### src/rtl/rom_burst_arbiter.sv
// Two-requester round-robin burst arbiter in front of a synchronous ROM.
// A 2-stage tag pipeline routes each returned ROM word to the owner of the beat.
module rom_burst_arbiter #(
  parameter int unsigned AW = 6,
  parameter int unsigned DW = 20
) (
  input  logic          clk,
  input  logic          rst,
  input  logic          req0_valid,
  input  logic [AW-1:0] req0_addr,
  input  logic [1:0]    req0_len,
  output logic          req0_ready,
  input  logic          req1_valid,
  input  logic [AW-1:0] req1_addr,
  input  logic [1:0]    req1_len,
  output logic          req1_ready,
  output logic          rsp0_valid,
  output logic [DW-1:0] rsp0_data,
  output logic          rsp0_last,
  output logic          rsp1_valid,
  output logic [DW-1:0] rsp1_data,
  output logic          rsp1_last,
  output logic          rom_en,
  output logic [AW-1:0] rom_addr,
  input  logic [DW-1:0] rom_data,
  output logic          busy
);

  typedef enum logic {IDLE, BURST} state_e;

  state_e        state_q, state_d;
  logic [1:0]    cnt_q, cnt_d;
  logic          owner_q, owner_d;
  logic          rr_q, rr_d;
  logic [AW-1:0] addr_q, addr_d;

  logic          t1_valid_q, t1_valid_d;
  logic          t1_owner_q, t1_owner_d;
  logic          t1_last_q, t1_last_d;

  logic          rsp0_valid_q, rsp0_valid_d;
  logic          rsp0_last_q, rsp0_last_d;
  logic [DW-1:0] rsp0_data_q, rsp0_data_d;
  logic          rsp1_valid_q, rsp1_valid_d;
  logic          rsp1_last_q, rsp1_last_d;
  logic [DW-1:0] rsp1_data_q, rsp1_data_d;

  logic          grant0, grant1;
  logic          beat, beat_owner, beat_last;
  logic [1:0]    len_sel;

  always_comb begin
    state_d    = state_q;
    cnt_d      = cnt_q;
    owner_d    = owner_q;
    rr_d       = rr_q;
    addr_d     = addr_q;
    grant0     = 1'b0;
    grant1     = 1'b0;
    beat       = 1'b0;
    beat_owner = owner_q;
    beat_last  = 1'b0;
    len_sel    = '0;

    case (state_q)
      IDLE: begin
        // rr_q=1 means requester 1 wins a tie; grants are blocked while rst is held
        if (!rst) begin
          grant1 = req1_valid & (~req0_valid | rr_q);
          grant0 = req0_valid & ~grant1;
        end
        if (grant0 || grant1) begin
          beat       = 1'b1;
          beat_owner = grant1;
          addr_d     = grant1 ? req1_addr : req0_addr;
          len_sel    = grant1 ? req1_len : req0_len;
          beat_last  = (len_sel == 2'd0);
          rr_d       = grant0;
          owner_d    = grant1;
          if (len_sel != 2'd0) begin
            state_d = BURST;
            cnt_d   = len_sel;
          end
        end
      end
      BURST: begin
        beat      = 1'b1;
        addr_d    = addr_q + AW'(1);
        beat_last = (cnt_q == 2'd1);
        cnt_d     = cnt_q - 2'd1;
        if (cnt_q == 2'd1) state_d = IDLE;
      end
      default: state_d = IDLE;
    endcase

    t1_valid_d = beat;
    t1_owner_d = beat_owner;
    t1_last_d  = beat_last;

    rsp0_valid_d = t1_valid_q & ~t1_owner_q;
    rsp0_last_d  = rsp0_valid_d & t1_last_q;
    rsp0_data_d  = rsp0_valid_d ? rom_data : rsp0_data_q;
    rsp1_valid_d = t1_valid_q & t1_owner_q;
    rsp1_last_d  = rsp1_valid_d & t1_last_q;
    rsp1_data_d  = rsp1_valid_d ? rom_data : rsp1_data_q;
  end

  always_ff @(posedge clk or posedge rst) begin
    if (rst) begin
      state_q      <= IDLE;
      cnt_q        <= '0;
      owner_q      <= 1'b0;
      rr_q         <= 1'b0;
      addr_q       <= '0;
      t1_valid_q   <= 1'b0;
      t1_owner_q   <= 1'b0;
      t1_last_q    <= 1'b0;
      rsp0_valid_q <= 1'b0;
      rsp0_last_q  <= 1'b0;
      rsp0_data_q  <= '0;
      rsp1_valid_q <= 1'b0;
      rsp1_last_q  <= 1'b0;
      rsp1_data_q  <= '0;
    end else begin
      state_q      <= state_d;
      cnt_q        <= cnt_d;
      owner_q      <= owner_d;
      rr_q         <= rr_d;
      addr_q       <= addr_d;
      t1_valid_q   <= t1_valid_d;
      t1_owner_q   <= t1_owner_d;
      t1_last_q    <= t1_last_d;
      rsp0_valid_q <= rsp0_valid_d;
      rsp0_last_q  <= rsp0_last_d;
      rsp0_data_q  <= rsp0_data_d;
      rsp1_valid_q <= rsp1_valid_d;
      rsp1_last_q  <= rsp1_last_d;
      rsp1_data_q  <= rsp1_data_d;
    end
  end

  assign req0_ready = grant0;
  assign req1_ready = grant1;
  // addr_d equals addr_q whenever no beat issues, so the ROM address holds
  assign rom_en     = beat;
  assign rom_addr   = addr_d;
  assign busy       = (state_q == BURST);
  assign rsp0_valid = rsp0_valid_q;
  assign rsp0_last  = rsp0_last_q;
  assign rsp0_data  = rsp0_data_q;
  assign rsp1_valid = rsp1_valid_q;
  assign rsp1_last  = rsp1_last_q;
  assign rsp1_data  = rsp1_data_q;

endmodule

### config.mk
export PLATFORM = sky130hd
export DESIGN_NAME = rom_burst_arbiter
export DESIGN_NICKNAME = d
export VERILOG_FILES = /design/src/rtl/rom_burst_arbiter.sv
export SDC_FILE = /design/constraint.sdc
export NUM_CORES = 1
export LEC_CHECK = 0
export CAP_MARGIN = 20
export CORE_MARGIN = 8
export CORE_UTILIZATION = 48
export CTS_BUF_LIST = sky130_fd_sc_hd__clkbuf_4 sky130_fd_sc_hd__clkbuf_8
export CTS_CLUSTER_SIZE = 28
export DETAILED_ROUTE_END_ITERATION = 10
export HOLD_SLACK_MARGIN = 0.06
export MAX_ROUTING_LAYER = met4
export PLACE_DENSITY = 0.94
export SYNTH_ARGS = -nofsm -noshare
export SYNTH_HDL_FRONTEND = slang
export SYNTH_SLANG_ARGS = --single-unit
### constraint.sdc
create_clock -name clk -period 5 [get_ports clk]
set_clock_uncertainty 0.2 [all_clocks]
set_input_delay 0.75 -clock clk [delete_from_list [all_inputs] [get_ports clk]]
set_output_delay 0.75 -clock clk [all_outputs]
set_load 0.01 [all_outputs]
**Metal 3**

(6 px per um)
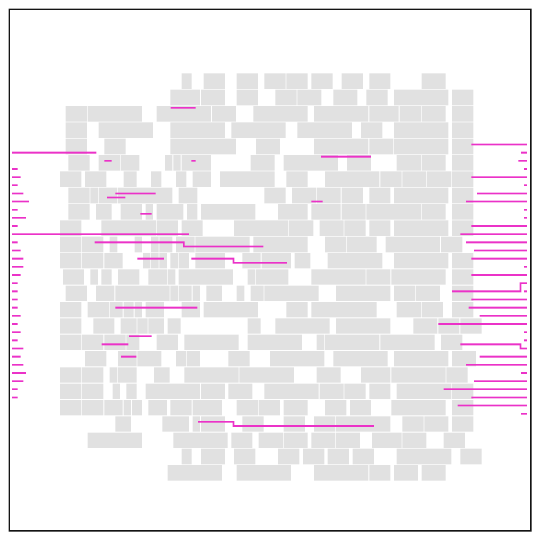
nets with wire on the layer: 73
main direction: horizontal
wire length on this layer: 424 um
share of all routed wire: 6.9%
Detailed Route WL: 6.18 mm
via count: 1808
grt met3 use: 0.0529

==> impl_metrics.tcl <==
# metrics dict for downstream scripts
set metrics [dict create \
    diodes 0 \
    first_global_vias 1962 \
    yosysWarningCount 0 \
    reg2reg_depth 2 \
    critPathCapture "rom_addr[3]" \
    slowest_stage "clkdlybuf4s50_1" \
    synth_top_cell_by_area "dfrtp_1" \
    cts_made_buffers 9 \
    drt_iter0_markers 37 \
    drv_slew 0 \
    overflow 0 \
    comb_power_share 0.454 \
    dpl_worst_slack_ps 1130 \
    status "complete, no violations" \
    comb_area_um2 906 \
    synthAoiAreaFrac 0.0919 \
    die_h_um 86.7 \
    grt_antenna_before_repair 0 \
    fin_ws_ps 1140 \
    power.share.clock 0.199 \
    dp_cells 332 \
    grt_max_degree 45 \
    cts_max_level 3 \
    port-buffer-count 93 \
    clk_path_buf_depth 2 \
    fin_nets 318 \
    wl_met1_mm 2.66 \
    syn_area_per_cell_um2 13.5 \
    synth_top_area_share 0.595 \
    remaining_drc_errors 0 \
    arrival_ps 2910 \
    seqCellArea_um2 1430 \
]
**Signal metal coverage by tile**

(4 px per um) The die is cut into 17 by 17 equal tiles; dark blue is low, red is high, scaled to the fullest tile. Values are wire area over tile area, all layers added.
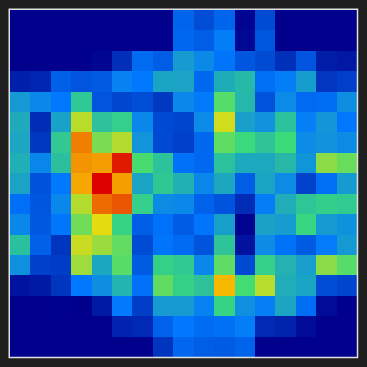
nearly empty tiles: 19%
densest ninth of the die: left middle
tiles over half the peak: 11%
fullest tile: 0.51
emptiest ninth of the die: top left
routed len/inst: 17.7 um
Total Routing Usage GR: 0.174

-- how the worst min path moves through the flow --
stage                  startpoint       endpoint  slack (ps)
detailed placement      t1_last_q      rsp0_last         260
CTS                     t1_last_q      rsp0_last         280
global route        rsp1_data[15]  rsp1_data[15]         300
floorplan               t1_last_q      rsp0_last         250
global placement        t1_last_q      rsp0_last         260
finish                  t1_last_q      rsp0_last         280
-- sequential cells by signal, indices dropped and copies added, names as in the netlist --
signal / cells
rsp0_data: 20
busy: 1
rsp0_valid: 1
rsp1_data: 20
cnt_q: 2
t1_last_q: 1
t1_owner_q: 1
t1_valid_q: 1
rsp1_valid: 1
addr_q: 6
rsp0_last: 1
rsp1_last: 1
rr_q: 1
-- power by group through the flow --
stage / registers, mW / clock network (mW) / logic (mW)
floorplan: 0.905 / 0 / 0.442
global placement: 0.833 / 0 / 1.08
detailed placement: 0.851 / 0 / 1.12
CTS: 0.845 / 0.495 / 1.13
global route: 0.872 / 0.517 / 1.18
finish: 0.844 / 0.485 / 1.11
-- cells in the final DEF (no fill, tap or decap), types with 2 or more instances in the layout --
cell	count
bufinv_16	2
clkinv_2	2
o21ai_0	3
nand2_1	7
nor2_1	10
xnor2_1	2
o21a_1	2
xor2_1	2
clkbuf_8	11
o22ai_1	4
nand3_1	3
a21oi_1	2
mux2i_1	2
mux2_1	37
dfrtp_1	57
inv_1	5
o21ai_1	2
nand2b_1	2
a32oi_1	2
mux2_2	3
ha_1	2
clkdlybuf4s50_1	93
-- area by class of cell --
type,count,area share
Sequential cell,57,0.394
Clock buffer,11,0.0418
Tap cell,67,0.0232
Clock inverter,5,0.0214
Inverter,6,0.00622
Multi-Input combinational cell,107,0.250
Timing Repair Buffer,95,0.263
-- critical path, delay by kind of cell --
kind | cells | cell delay (ps)
buf+inv | 3 | 1580
compound gates | 3 | 580
Power is estimated from default activity; no workload was simulated.
